Wires at chosen ports, followed through buffers:
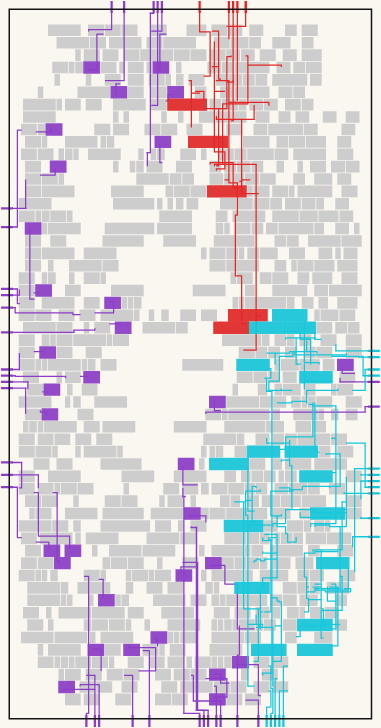
Drive-strength map:
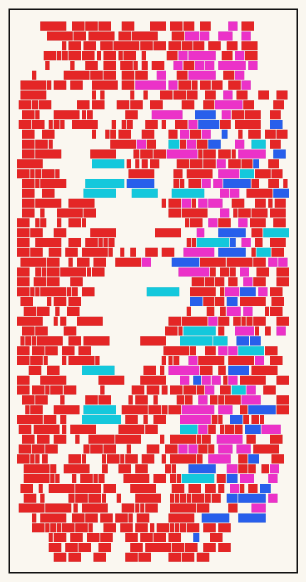
Wire density map:
Scale bar: 20 µm. 16 x 31 tiles, from dark purple (low) to yellow (high), scaled to the fullest tile. Values are wire area over tile area, all layers added.
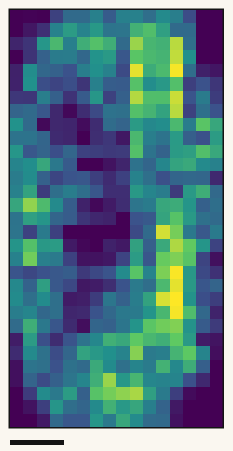
Cells coloured by class:
Scale bar: 20 µm.
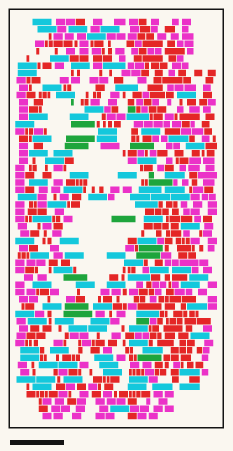
`config.mk`:
```
export PLATFORM = sky130hd
export DESIGN_NAME = ex_result_tracker
export DESIGN_NICKNAME = d
export VERILOG_FILES = /design/src/rtl/ex_result_tracker.sv
export SDC_FILE = /design/constraint.sdc
export NUM_CORES = 1
export LEC_CHECK = 0
export ABC_CLOCK_PERIOD_IN_PS = 1800
export CAP_MARGIN = 20
export CORE_ASPECT_RATIO = 2
export CORE_MARGIN = 1.5
export CORE_UTILIZATION = 38
export CTS_CLUSTER_SIZE = 16
export DETAILED_ROUTE_END_ITERATION = 7
export PLACE_DENSITY = 0.77
export SLEW_MARGIN = 25
export SYNTH_ARGS = -nofsm -noshare
export SYNTH_HDL_FRONTEND = slang
export SYNTH_SLANG_ARGS = --single-unit
```
`constraint.sdc`:
```
create_clock -name clk -period 1.8 [get_ports clk]
set_input_delay 0.27 -clock clk [delete_from_list [all_inputs] [get_ports clk]]
set_output_delay 0.27 -clock clk [all_outputs]
set_load 0.02 [all_outputs]
```
`src/rtl/ex_result_tracker.sv`:
```
// ex_result_tracker
// Back end of the EX stage: holds the EX/MEM and MEM/WB pipeline registers,
// selects the write-back value, produces the forwarding selects for the EX
// operands, raises the load-use stall and keeps a saturating count of stall
// cycles.
module ex_result_tracker #(
  parameter int STALL_CNT_W = 16
) (
  input  logic                   clk,
  input  logic                   reset,
  input  logic                   hold,
  input  logic                   flush,
  input  logic [31:0]            ALUresult,
  input  logic [4:0]             RegDest,
  input  logic                   EX_RegWrite,
  input  logic                   EX_MemRead,
  input  logic                   EX_MemToReg,
  input  logic [4:0]             IDtoEX_Rs,
  input  logic [4:0]             IDtoEX_Rt,
  input  logic [4:0]             IFtoID_Rs,
  input  logic [4:0]             IFtoID_Rt,
  input  logic [31:0]            MEM_ReadData,
  output logic [31:0]            EXtoMEM_ALUresult,
  output logic [4:0]             EXtoMEM_Rd,
  output logic                   EXtoMEM_RegWrite,
  output logic                   EXtoMEM_MemRead,
  output logic [31:0]            WB_ALUresult,
  output logic [4:0]             WB_Rd,
  output logic                   WB_RegWrite,
  output logic [1:0]             ForwardA,
  output logic [1:0]             ForwardB,
  output logic                   Stall,
  output logic [STALL_CNT_W-1:0] stall_count
);

  // Operand select encodings; 2'b11 is never produced.
  localparam logic [1:0] FWD_REGFILE = 2'b00;
  localparam logic [1:0] FWD_WB      = 2'b01;
  localparam logic [1:0] FWD_EXMEM   = 2'b10;

  // EX/MEM register contents
  logic [31:0] exmem_result_q;
  logic [4:0]  exmem_rd_q;
  logic        exmem_reg_write_q;
  logic        exmem_mem_read_q;
  logic        exmem_mem_to_reg_q;

  // MEM/WB register contents
  logic [31:0] wb_result_q;
  logic [4:0]  wb_rd_q;
  logic        wb_reg_write_q;

  // Values each register would take on an un-held edge
  logic [31:0] exmem_result_d;
  logic [4:0]  exmem_rd_d;
  logic        exmem_reg_write_d;
  logic        exmem_mem_read_d;
  logic        exmem_mem_to_reg_d;
  logic [31:0] wb_result_d;
  logic [4:0]  wb_rd_d;
  logic        wb_reg_write_d;

  // Stall counter state
  logic [STALL_CNT_W-1:0] stall_count_q;
  logic                   stall_count_sat;
  logic                   stall_count_inc;

  // A source register is forwarded from the youngest producer that writes
  // it; register 0 is hard-wired to zero and therefore never forwarded.
  function automatic logic [1:0] forward_select(
    input logic [4:0] src,
    input logic [4:0] exmem_rd,
    input logic       exmem_we,
    input logic [4:0] wb_rd,
    input logic       wb_we
  );
    logic [1:0] sel;
    sel = FWD_REGFILE;
    if (exmem_we && (exmem_rd != 5'd0) && (exmem_rd == src)) begin
      sel = FWD_EXMEM;
    end else if (wb_we && (wb_rd != 5'd0) && (wb_rd == src)) begin
      sel = FWD_WB;
    end
    return sel;
  endfunction

  // Next EX/MEM contents: a flushed instruction becomes a bubble by losing
  // its control bits, while its data and destination ride along harmlessly.
  always_comb begin
    exmem_result_d     = ALUresult;
    exmem_rd_d         = RegDest;
    exmem_reg_write_d  = EX_RegWrite;
    exmem_mem_read_d   = EX_MemRead;
    exmem_mem_to_reg_d = EX_MemToReg;
    if (flush) begin
      exmem_reg_write_d  = 1'b0;
      exmem_mem_read_d   = 1'b0;
      exmem_mem_to_reg_d = 1'b0;
    end
  end

  // Next MEM/WB contents: loads write back memory data, everything else
  // writes back the ALU result carried through EX/MEM.
  always_comb begin
    wb_result_d    = exmem_mem_to_reg_q ? MEM_ReadData : exmem_result_q;
    wb_rd_d        = exmem_rd_q;
    wb_reg_write_d = exmem_reg_write_q;
  end

  // EX/MEM register: cleared by reset, frozen by hold.
  always_ff @(posedge clk) begin
    if (reset) begin
      exmem_result_q     <= 32'd0;
      exmem_rd_q         <= 5'd0;
      exmem_reg_write_q  <= 1'b0;
      exmem_mem_read_q   <= 1'b0;
      exmem_mem_to_reg_q <= 1'b0;
    end else if (!hold) begin
      exmem_result_q     <= exmem_result_d;
      exmem_rd_q         <= exmem_rd_d;
      exmem_reg_write_q  <= exmem_reg_write_d;
      exmem_mem_read_q   <= exmem_mem_read_d;
      exmem_mem_to_reg_q <= exmem_mem_to_reg_d;
    end
  end

  // MEM/WB register: cleared by reset (dropping any pending write), frozen
  // by hold.
  always_ff @(posedge clk) begin
    if (reset) begin
      wb_result_q    <= 32'd0;
      wb_rd_q        <= 5'd0;
      wb_reg_write_q <= 1'b0;
    end else if (!hold) begin
      wb_result_q    <= wb_result_d;
      wb_rd_q        <= wb_rd_d;
      wb_reg_write_q <= wb_reg_write_d;
    end
  end

  // Load-use hazard: a load in EX whose destination is read by the
  // instruction in ID must wait one cycle so the value can come from WB.
  always_comb begin
    Stall = EX_MemRead && EX_RegWrite && (RegDest != 5'd0) &&
            ((RegDest == IFtoID_Rs) || (RegDest == IFtoID_Rt));
  end

  // Operand forwarding selects for the instruction currently in EX.
  always_comb begin
    ForwardA = forward_select(IDtoEX_Rs, exmem_rd_q, exmem_reg_write_q,
                              wb_rd_q, wb_reg_write_q);
    ForwardB = forward_select(IDtoEX_Rt, exmem_rd_q, exmem_reg_write_q,
                              wb_rd_q, wb_reg_write_q);
  end

  // Count only stall cycles that actually advance the pipe, and stop at
  // all-ones rather than wrapping.
  always_comb begin
    stall_count_sat = &stall_count_q;
    stall_count_inc = Stall && !hold && !stall_count_sat;
  end

  // Stall counter: cleared only by reset.
  always_ff @(posedge clk) begin
    if (reset) begin
      stall_count_q <= '0;
    end else if (stall_count_inc) begin
      stall_count_q <= stall_count_q + STALL_CNT_W'(1);
    end
  end

  // Registered state straight to the outputs.
  always_comb begin
    EXtoMEM_ALUresult = exmem_result_q;
    EXtoMEM_Rd        = exmem_rd_q;
    EXtoMEM_RegWrite  = exmem_reg_write_q;
    EXtoMEM_MemRead   = exmem_mem_read_q;
    WB_ALUresult      = wb_result_q;
    WB_Rd             = wb_rd_q;
    WB_RegWrite       = wb_reg_write_q;
    stall_count       = stall_count_q;
  end

endmodule

```
==> results_dict.tcl <==
# place-and-route summary
set metrics [dict create \
    ys_seq_share_pct 42.6 \
    critical_path_peak_fanout 2 \
    run_status "complete, but fails checks" \
    core_region_area_um2 11300 \
    crit_path_end_kind "output pin" \
    numCtsBuffers 9 \
    h-tree-depth 3 \
    worst_skew_pair.late_latency_ns 0.34 \
    routed-via-count 4430 \
    detailedRoute.firstIterationViolations 147 \
    cp-start-kind "flip-flop" \
    final_cell_mix "clkdlybuf4s50_1, nor2_1, dfxtp_1" \
    timing.critical_path.arrival_ns 1.87 \
    netlist_top_cells_area "dfxtp_1, mux2i_1, nor2_1, a21oi_1, xor2_1" \
    area.share.sequential_pct 25.9 \
    clock_skew_ns 0.0120 \
    maxCapViolations 0 \
    number_of_global_route_vias_before_repair 4537 \
    yosys_register_bits 94 \
    synth.top_cell.area_share_pct 42.6 \
    finalSetupTns_ns -0.971 \
    layout.comb_gates.multi_input 354 \
    finalHoldViolations 0 \
    most_used_flip_flop_cell_after_synthesis "dfxtp_1" \
    failing_checks "setup timing" \
    placementRows 55 \
    detail-route-antenna-nets 0 \
    chip_area_line_of_the_yosys_report_um2 4410 \
    setup_viol 6 \
    worst_slack_ns -0.342 \
    globalRouteOverflowTotal 0 \
    n_antenna_cell 0 \
]
## Picture notes: 'wires at chosen ports, followed through buffers'
MEM_ReadData: in purple, bits 32, direction input, end cells 32, buffers 32, wire 771 µm. stall_count: in cyan, bits 16, direction output, end cells 16, buffers 26, wire 916 µm. WB_Rd: in red, bits 5, direction output, end cells 5, buffers 8, wire 384 µm.

## Picture notes: 'drive-strength map'
x2: in blue, cells 33. x1 and smaller: in red, cells 575. x3 and x4: in magenta, cells 90. x6 and larger: in cyan, cells 22.
Worst Slack Setup Final: -0.342 ns
post-route cell area: 7430 µm²
Plain + repair buffers: 254
area overhead of the layout relative to synthesis: 68.2%

## Picture notes: 'wire density map'
The mean over all tiles is 0.19. 28% of the tiles are over half the peak. 7.7% of the tiles are nearly empty.

## Picture notes: 'cells coloured by class'
remaining logic cells: in red, cells 356, share of their area 35%. remaining buffers and delay cells: in magenta, cells 254, share of their area 33%. registers: in cyan, cells 94, share of their area 26%. clock drivers and dummy loads: in green, cells 16, share of their area 4.7%.

-- final timing paths --
kind | to | cells after the start
max | ForwardB[0] | 6
max reg2reg | stall_count[10] | 6
min | stall_count[5] | 2
min reg2reg | WB_ALUresult[12] | 2
-- metal layers --
metal | wire length, µm | up-vias | global-route usage [%]
li1 | - | 2140 | -
met1 | 5000 | 2084 | 22.0
met2 | 7820 | 163 | 42.0
met3 | 639 | 43 | 4.46
met4 | 723 | 0 | 14.3
met5 | 0 | - | 0
-- where the power goes --
group	total (µW)	leakage, µW	internal, µW	switching, µW
combinational	1010	0.00204	540	473
clock	2160	0.000169	1350	809
sequential	2220	0.000778	2160	61.4
-- sequential cells by signal, summed over array words and instances (netlist names), 5 cells and up --
register and count:
EXtoMEM_Rd 5, EXtoMEM_ALUresult 32, WB_ALUresult 32, WB_Rd 5, stall_count 16
No activity file was given, so power comes from the tool's default toggle rates.
